File: config.mk
export PLATFORM = sky130hd
export DESIGN_NAME = motion_vector_encoder
export DESIGN_NICKNAME = d
export VERILOG_FILES = /design/src/rtl/motion_vector_encoder.sv
export SDC_FILE = /design/constraint.sdc
export NUM_CORES = 1
export LEC_CHECK = 0
export CAP_MARGIN = 0
export CORE_MARGIN = 2
export CORE_UTILIZATION = 50
export CTS_CLUSTER_SIZE = 12
export DETAILED_ROUTE_END_ITERATION = 10
export PLACE_DENSITY = 0.74
export SYNTH_ARGS = -nofsm -noshare
export SYNTH_HDL_FRONTEND = slang
export SYNTH_SLANG_ARGS = --single-unit
File: constraint.sdc
create_clock -name clk -period 7.9 [get_ports clk]
set_input_delay 1.185 -clock clk [delete_from_list [all_inputs] [get_ports clk]]
set_output_delay 1.185 -clock clk [all_outputs]
set_load 0.05 [all_outputs]
File: src/rtl/motion_vector_encoder.sv
// MPEG-2 motion vector encoder: codes one (h, v) vector against its predictors into
// motion_code VLC + motion_residual bits, packed MSB-first into 32-bit words.
module motion_vector_encoder #(
    parameter int H_R_SIZE = 3,
    parameter int V_R_SIZE = 3
) (
    input  logic               clk,
    input  logic               rst,
    input  logic               in_valid,
    input  logic signed [31:0] in_pred_h,
    input  logic signed [31:0] in_pred_v,
    input  logic signed [31:0] in_mv_h,
    input  logic signed [31:0] in_mv_v,
    input  logic               mvscale,
    input  logic               emit_mvfs,
    input  logic               mvfs,
    input  logic               flush,
    output logic               busy,
    output logic [31:0]        out_word,
    output logic [5:0]         out_nbits,
    output logic               out_word_valid,
    output logic signed [31:0] out_pred_h,
    output logic signed [31:0] out_pred_v,
    output logic               done
);

    typedef enum logic [3:0] {
        S_IDLE, S_MVFS, S_H_CALC, S_H_CODE, S_H_RES,
        S_V_CALC, S_V_CODE, S_V_RES, S_DONE
    } state_t;

    typedef struct packed {
        logic [31:0] recon;
        logic        neg;
        logic [4:0]  mag;
        logic [7:0]  res;
    } calc_t;

    typedef struct packed {
        logic [4:0]  len;
        logic [15:0] bits;
    } vlc_t;

    // Delta wrap, motion_code magnitude/sign, residual and wrapped reconstruction.
    function automatic calc_t calc(input logic signed [31:0] pred,
                                   input logic signed [31:0] mv,
                                   input int r);
        logic signed [33:0] f, lo, hi, d, rc;
        logic [33:0] m1;
        calc_t c;
        f  = 34'sd1 <<< r;
        lo = -(f <<< 4);
        hi = (f <<< 4) - 34'sd1;
        d  = 34'(mv) - 34'(pred);
        if (d < lo)      d = d + (f <<< 5);
        else if (d > hi) d = d - (f <<< 5);
        rc = 34'(pred) + d;
        if (rc < lo)      rc = rc + (f <<< 5);
        else if (rc > hi) rc = rc - (f <<< 5);
        m1 = (d < 0) ? 34'(-d - 34'sd1) : 34'(d - 34'sd1);
        c.recon = 32'(rc);
        c.neg   = (d < 0);
        c.mag   = (d == 0) ? 5'd0 : 5'((m1 >> r) + 34'd1);
        c.res   = (d == 0) ? 8'd0 : 8'(m1 & 34'(f - 34'sd1));
        return c;
    endfunction

    function automatic vlc_t vlc(input logic [4:0] mag, input logic neg);
        logic [4:0] l;
        logic [9:0] v;
        vlc_t o;
        case (mag)
            5'd1:    begin l = 5'd2;  v = 10'd1;  end
            5'd2:    begin l = 5'd3;  v = 10'd1;  end
            5'd3:    begin l = 5'd4;  v = 10'd1;  end
            5'd4:    begin l = 5'd6;  v = 10'd3;  end
            5'd5:    begin l = 5'd7;  v = 10'd5;  end
            5'd6:    begin l = 5'd7;  v = 10'd4;  end
            5'd7:    begin l = 5'd7;  v = 10'd3;  end
            5'd8:    begin l = 5'd9;  v = 10'd11; end
            5'd9:    begin l = 5'd9;  v = 10'd10; end
            5'd10:   begin l = 5'd9;  v = 10'd9;  end
            5'd11:   begin l = 5'd10; v = 10'd17; end
            5'd12:   begin l = 5'd10; v = 10'd16; end
            5'd13:   begin l = 5'd10; v = 10'd15; end
            5'd14:   begin l = 5'd10; v = 10'd14; end
            5'd15:   begin l = 5'd10; v = 10'd13; end
            default: begin l = 5'd10; v = 10'd12; end
        endcase
        if (mag == 5'd0) begin
            o.len  = 5'd1;
            o.bits = 16'd1;
        end else begin
            o.len  = l + 5'd1;
            o.bits = 16'({v, neg});
        end
        return o;
    endfunction

    state_t state_q, state_d;
    logic [63:0] acc_q, acc_d, acc_b;
    logic [6:0]  fill_q, fill_d, fill_b;
    logic [31:0] out_word_q, out_word_d;
    logic [5:0]  out_nbits_q, out_nbits_d;
    logic        out_word_valid_q, out_word_valid_d;
    logic signed [31:0] out_pred_h_q, out_pred_h_d, out_pred_v_q, out_pred_v_d;
    logic        done_q, done_d;
    logic signed [31:0] pred_h_q, pred_h_d, pred_v_q, pred_v_d;
    logic signed [31:0] mv_h_q, mv_h_d, mv_v_q, mv_v_d;
    logic        mvscale_q, mvscale_d, emit_q, emit_d, mvfs_q, mvfs_d;
    logic        neg_q, neg_d;
    logic [4:0]  mag_q, mag_d;
    logic [7:0]  res_q, res_d;
    logic [15:0] app_bits;
    logic [4:0]  app_n;
    calc_t       calc_res;
    vlc_t        vlc_res;

    always_ff @(posedge clk) begin
        if (rst) begin
            state_q          <= S_IDLE;
            acc_q            <= '0;
            fill_q           <= '0;
            out_word_q       <= '0;
            out_nbits_q      <= '0;
            out_word_valid_q <= 1'b0;
            out_pred_h_q     <= '0;
            out_pred_v_q     <= '0;
            done_q           <= 1'b0;
        end else begin
            state_q          <= state_d;
            acc_q            <= acc_d;
            fill_q           <= fill_d;
            out_word_q       <= out_word_d;
            out_nbits_q      <= out_nbits_d;
            out_word_valid_q <= out_word_valid_d;
            out_pred_h_q     <= out_pred_h_d;
            out_pred_v_q     <= out_pred_v_d;
            done_q           <= done_d;
        end
    end

    // Latched operands and per-component code state carry no reset.
    always_ff @(posedge clk) begin
        pred_h_q  <= pred_h_d;
        pred_v_q  <= pred_v_d;
        mv_h_q    <= mv_h_d;
        mv_v_q    <= mv_v_d;
        mvscale_q <= mvscale_d;
        emit_q    <= emit_d;
        mvfs_q    <= mvfs_d;
        neg_q     <= neg_d;
        mag_q     <= mag_d;
        res_q     <= res_d;
    end

    always_comb begin
        state_d = state_q;
        case (state_q)
            S_IDLE:   if (in_valid) state_d = S_MVFS;
            S_MVFS:   state_d = S_H_CALC;
            S_H_CALC: state_d = S_H_CODE;
            S_H_CODE: state_d = S_H_RES;
            S_H_RES:  state_d = S_V_CALC;
            S_V_CALC: state_d = S_V_CODE;
            S_V_CODE: state_d = S_V_RES;
            S_V_RES:  state_d = S_DONE;
            default:  state_d = S_IDLE;
        endcase
    end

    always_comb begin
        pred_h_d     = pred_h_q;
        pred_v_d     = pred_v_q;
        mv_h_d       = mv_h_q;
        mv_v_d       = mv_v_q;
        mvscale_d    = mvscale_q;
        emit_d       = emit_q;
        mvfs_d       = mvfs_q;
        neg_d        = neg_q;
        mag_d        = mag_q;
        res_d        = res_q;
        out_pred_h_d = out_pred_h_q;
        out_pred_v_d = out_pred_v_q;
        done_d       = (state_q == S_DONE);

        if (state_q == S_IDLE && in_valid) begin
            pred_h_d  = in_pred_h;
            mv_h_d    = in_mv_h;
            pred_v_d  = mvscale ? (in_pred_v >>> 1) : in_pred_v;
            mv_v_d    = mvscale ? (in_mv_v >>> 1) : in_mv_v;
            mvscale_d = mvscale;
            emit_d    = emit_mvfs;
            mvfs_d    = mvfs;
        end

        if (state_q == S_V_CALC)
            calc_res = calc(pred_v_q, mv_v_q, V_R_SIZE);
        else
            calc_res = calc(pred_h_q, mv_h_q, H_R_SIZE);

        if (state_q == S_H_CALC || state_q == S_V_CALC) begin
            neg_d = calc_res.neg;
            mag_d = calc_res.mag;
            res_d = calc_res.res;
        end
        if (state_q == S_H_CALC)
            out_pred_h_d = $signed(calc_res.recon);
        if (state_q == S_V_CALC)
            out_pred_v_d = mvscale_q ? $signed(calc_res.recon << 1) : $signed(calc_res.recon);

        vlc_res  = vlc(mag_q, neg_q);
        app_bits = '0;
        app_n    = '0;
        case (state_q)
            S_MVFS: if (emit_q) begin
                app_bits = 16'(mvfs_q);
                app_n    = 5'd1;
            end
            S_H_CODE, S_V_CODE: begin
                app_bits = vlc_res.bits;
                app_n    = vlc_res.len;
            end
            S_H_RES: if (H_R_SIZE != 0 && mag_q != 5'd0) begin
                app_bits = 16'(res_q);
                app_n    = 5'(H_R_SIZE);
            end
            S_V_RES: if (V_R_SIZE != 0 && mag_q != 5'd0) begin
                app_bits = 16'(res_q);
                app_n    = 5'(V_R_SIZE);
            end
            default: ;
        endcase

        // Drain first (flush or a full word from last cycle), then append this cycle's bits.
        acc_b            = acc_q;
        fill_b           = fill_q;
        out_word_d       = '0;
        out_nbits_d      = '0;
        out_word_valid_d = 1'b0;
        if (state_q == S_IDLE && flush && fill_q != 7'd0) begin
            out_word_d       = acc_q[63:32];
            out_nbits_d      = 6'(fill_q);
            out_word_valid_d = 1'b1;
            acc_b            = '0;
            fill_b           = '0;
        end else if (fill_q >= 7'd32) begin
            out_word_d       = acc_q[63:32];
            out_nbits_d      = 6'd32;
            out_word_valid_d = 1'b1;
            acc_b            = acc_q << 32;
            fill_b           = fill_q - 7'd32;
        end
        acc_d  = acc_b | (64'(app_bits) << (7'd64 - fill_b - 7'(app_n)));
        fill_d = fill_b + 7'(app_n);
    end

    assign busy           = (state_q != S_IDLE);
    assign out_word       = out_word_q;
    assign out_nbits      = out_nbits_q;
    assign out_word_valid = out_word_valid_q;
    assign out_pred_h     = out_pred_h_q;
    assign out_pred_v     = out_pred_v_q;
    assign done           = done_q;

endmodule

### Register map, names as in the netlist

Other sequential cells in the stronger gray, the rest of the logic in the fainter gray.
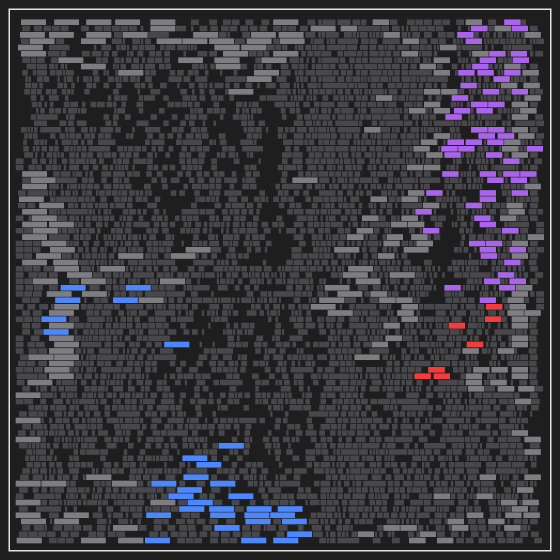
| name in the netlist | color | sequential cells |
|---|---|---|
| acc_q | purple | 64 |
| pred_v_q | blue | 32 |
| fill_q | red | 7 |
not colored: 225

### M1 wires

Supply wires on this layer in gray.
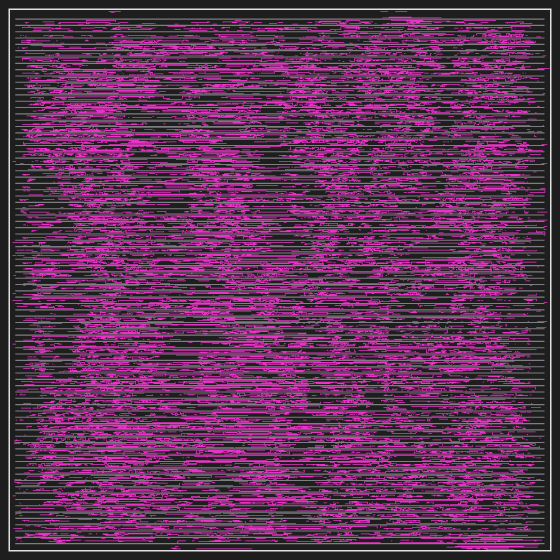
longest straight run: 79.1 µm
share of all routed wire: 44%

### Selected gate families

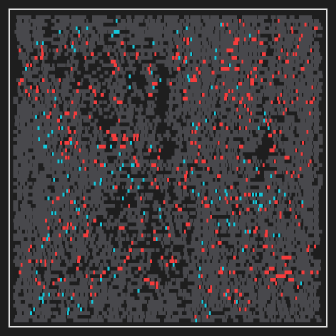
| family | color | cells | most used | where |
|---|---|---|---|---|
| nand cells | red | 467 | nand2_1 | widely spread |
| inv cells | cyan | 173 | inv_1 | widely spread |

### Supply network

Pins as bars on the die edge.
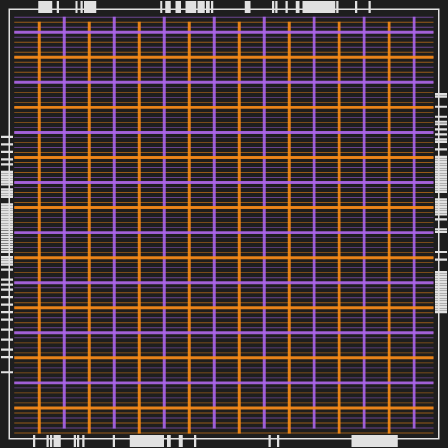
| net | color |
|---|---|
| VDD | purple |
| VSS | orange |
met4 straps: 16
signal pins: 240
met5 straps: 16
rows: 83

### Clock routing

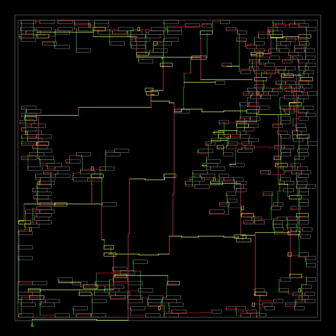
clock tree buffer count of the final layout: 46
flip-flop and latch count: 328
Setup Skew: 50.18 ps

==> out/highlights.md <==
- **area grow syn2layout** 46.44%
- **met3 usage** 0.04350
- **worst setup path category** reg -> reg
- **Lkg Pwr** 15.51 nW
- **Psw** 0.005734 W
- **ratio of cells with drive above 1 in the final layout** 0.3122
- **final antenna diode count** 0
- **Reg clk slew, reported paths** 70 ps
- **source-to-sink clock delay at the later pin of the worst-skew pair** 610 ps
- **Highest Clock Rate** 123.3 MHz
- **Routability Congestion** 0.9789
- **time the final worst path needs with I/O delays and setup** 8108 ps
- **number of sinks on the clock net** 328
- **instance tally after logic synthesis** 3174
- **critical path's largest stage delay** 500 ps
- **Simple-Gate Fraction of Synth Area** 0.2234
- **PD cells** 329.5 nW/µm²
- **count of nets left with antenna violations after detail routing** 0
- **total routed wirelength** 98870 µm
- **setup repair after global routing missed its margin** true
- **Setup WS pre-CTS** -762.3 ps
- **most frequent cells in the layout** sky130_fd_sc_hd__buf_4, sky130_fd_sc_hd__nor2_1, sky130_fd_sc_hd__nand2_1
- **WHS** 454.4 ps
- **result of the run** complete, but fails checks
- **combinational power** 0.00879 W
- **share of total power in sequential cells** 0.163
- **GRT Util Overall** 0.3416
- **die boundary width** 232.4 µm
- **sequential cell area** 7968 µm²
- **largest family of logic cells by area** AND-OR/OR-AND gates
- **highest ir drop seen on vdd** 0.0002024 V
- **number of nets at the end of the flow** 4440
- **total power consumption of the routed design** 0.01258 W
- **post-route clock period utilization** 1.026
- **largest driver fanout on the critical path** 7
- **post-synth area from yosys stat** 26080 µm²
- **pin slew with the least headroom to its limit** 1235 ps
- **per-instance average area after synthesis** 8.217 µm²
- **required time reported for the critical path endpoint** 8350 ps
- **Worst Path Buf+Inv** 4
- **fraction of the core area covered by cells at the end of the flow** 0.7429
- **mean routed wirelength per cell** 20.50 µm
- **OpenROAD warning count** 60
- **met2 Use GR** 0.5344
- **CTS HTree Levels** 2
- **number of pins exceeding their max-slew limit in the final report** 0
- **path class of the lowest-slack min-delay path** reg -> reg
- **leading cell type in the layout, fill and taps excluded** sky130_fd_sc_hd__buf_4
- **number of detailed-routing iterations run before antenna repair** 6
- **Comb pwr share** 0.699
- **wire length of the first global-routing pass** 147100 µm
- **combinational gate area** 19100 µm²
- **largest net degree at the start of global routing** 77
- **switching share of total power** 0.4557
- **number of antenna violations at the first check in global routing** 0
- **compound-cell area share of the yosys netlist** 0.2257
- **Worst Setup Start Kind** flop
- **Inserted Clock Buffers** 37
- **number of nets at floorplan** 3493
- **hold path depth** 1
- **final std cell area, no fill** 38190 µm²
- **number of setup violations in the final report** 36
- **Reg2Reg Depth** 34
- **HP Start** acc_q[54]
- **arrival time of the worst setup path** 8550 ps
- **gr ovfl total** 0
- **Netlist Area Pre-Place** 26080 µm²
- **portion of the post-synthesis area used by sequential elements** 0.3055
- **internal power consumption** 0.006850 W
- **portion of total power attributed to the clock network** 0.138
- **CORE AREA** 51410 µm²
- **accumulated negative setup slack** -3220 ps
- **highest-delay cell along the critical path** sky130_fd_sc_hd__edfxtp_1
- **hold buffers post-CTS** 0
- **start of the worst register-to-register path** pred_v_q[10]
- **count of endpoints failing hold in the final timing report** 0
- **crit end category** flop
- **Initial Utilization** 0.5073
- **met1 routing resource usage after global routing** 0.4814
- **violations in the final reports** setup timing
- **ys async rst share** 0
- **number of placed instances, taps included** 4658
- **number of cells in the finished layout apart from fillers** 4822
- **vias after detailed routing** 28875
- **cell type group with the largest total delay on the critical path** simple AND/OR/NAND/NOR gates
- **Synth mux share** 0.04299
- **power dissipated in sequential cells** 0.00205 W
- **Port Buffers** 239
- **cell count along the critical path** 34
- **Site Rows** 83
- **minimum setup slack in the final design** -208.0 ps
- **clock tree root buffer cell** sky130_fd_sc_hd__clkbuf_16
- **xor/xnor cell area share of the yosys netlist** 0.06856
- **CTS tree** yes
- **number of unique standard cell types used by synthesis** 108
- **Slew HR** 0.1735
- **most heavily used metal layer in global routing** met2
- **HPWL after DPL** 75160 µm
- **Die Size** 54000 µm²
- **count of state elements after synthesis** 328
- **count of library flops with an enable pin** 140
- **area fraction in full adders, half adders and majority gates** 0.09029
- **die extent in y** 232.4 µm
- **Synth Warn #** 0
## synthesized netlist by cell type, drive strengths merged, types with 42 or more instances
library cell / n / area, µm²
nor2: 334 / 1254
nand2: 284 / 1066
a21oi: 269 / 1358
dfxtp: 188 / 3764
ha: 177 / 2215
inv: 172 / 645.6
edfxtp: 140 / 4204
o21ai: 140 / 704.4
xnor2: 120 / 1051
nor3: 100 / 510.5
nand3: 92 / 460.4
clkbuf: 88 / 330.3
xor2: 79 / 691.9
and2: 75 / 470.5
mux2: 67 / 754.5
a21o: 63 / 473.0
a211oi: 48 / 365.3
nand4: 42 / 262.8
## final cells by class
cell class,instances,share of cell area
timing repair buffer,1028,0.2211
multi-input combinational,2553,0.5002
clock inverter,14,0.005176
clock buffer,46,0.02565
sequential,328,0.2086
inverter,173,0.01700
tap,680,0.02228
## what timing repair did
item / in CTS / in global routing
setup endpoints to repair: 48 / 48
gates cloned: 1 / 1
buffers inserted: 30 / 73
pin swaps: 60 / 223
gates resized: 129 / 323
## routing by layer
layer,vias to the layer above,routed length [µm]
li1,13556,-
met5,-,0
met3,266,7074
met1,13723,43590
met4,0,3862
met2,1330,44340
## path summary, 6_finish.rpt
path               endpoint  slack [ps]
max          out_pred_v[14]        -210
min reg2reg    out_word[22]         450
min            out_word[22]         450
max reg2reg  out_pred_v[14]        -210
## flip-flops by register name, indices dropped and copies added (netlist names), 32 cells and up, named ones only
signal      count
mv_h_q         32
out_pred_v     32
out_pred_h     32
mv_v_q         32
out_word       32
pred_v_q       32
pred_h_q       32
acc_q          64
Power figures rest on the tool's default switching activity, not on a simulated workload.
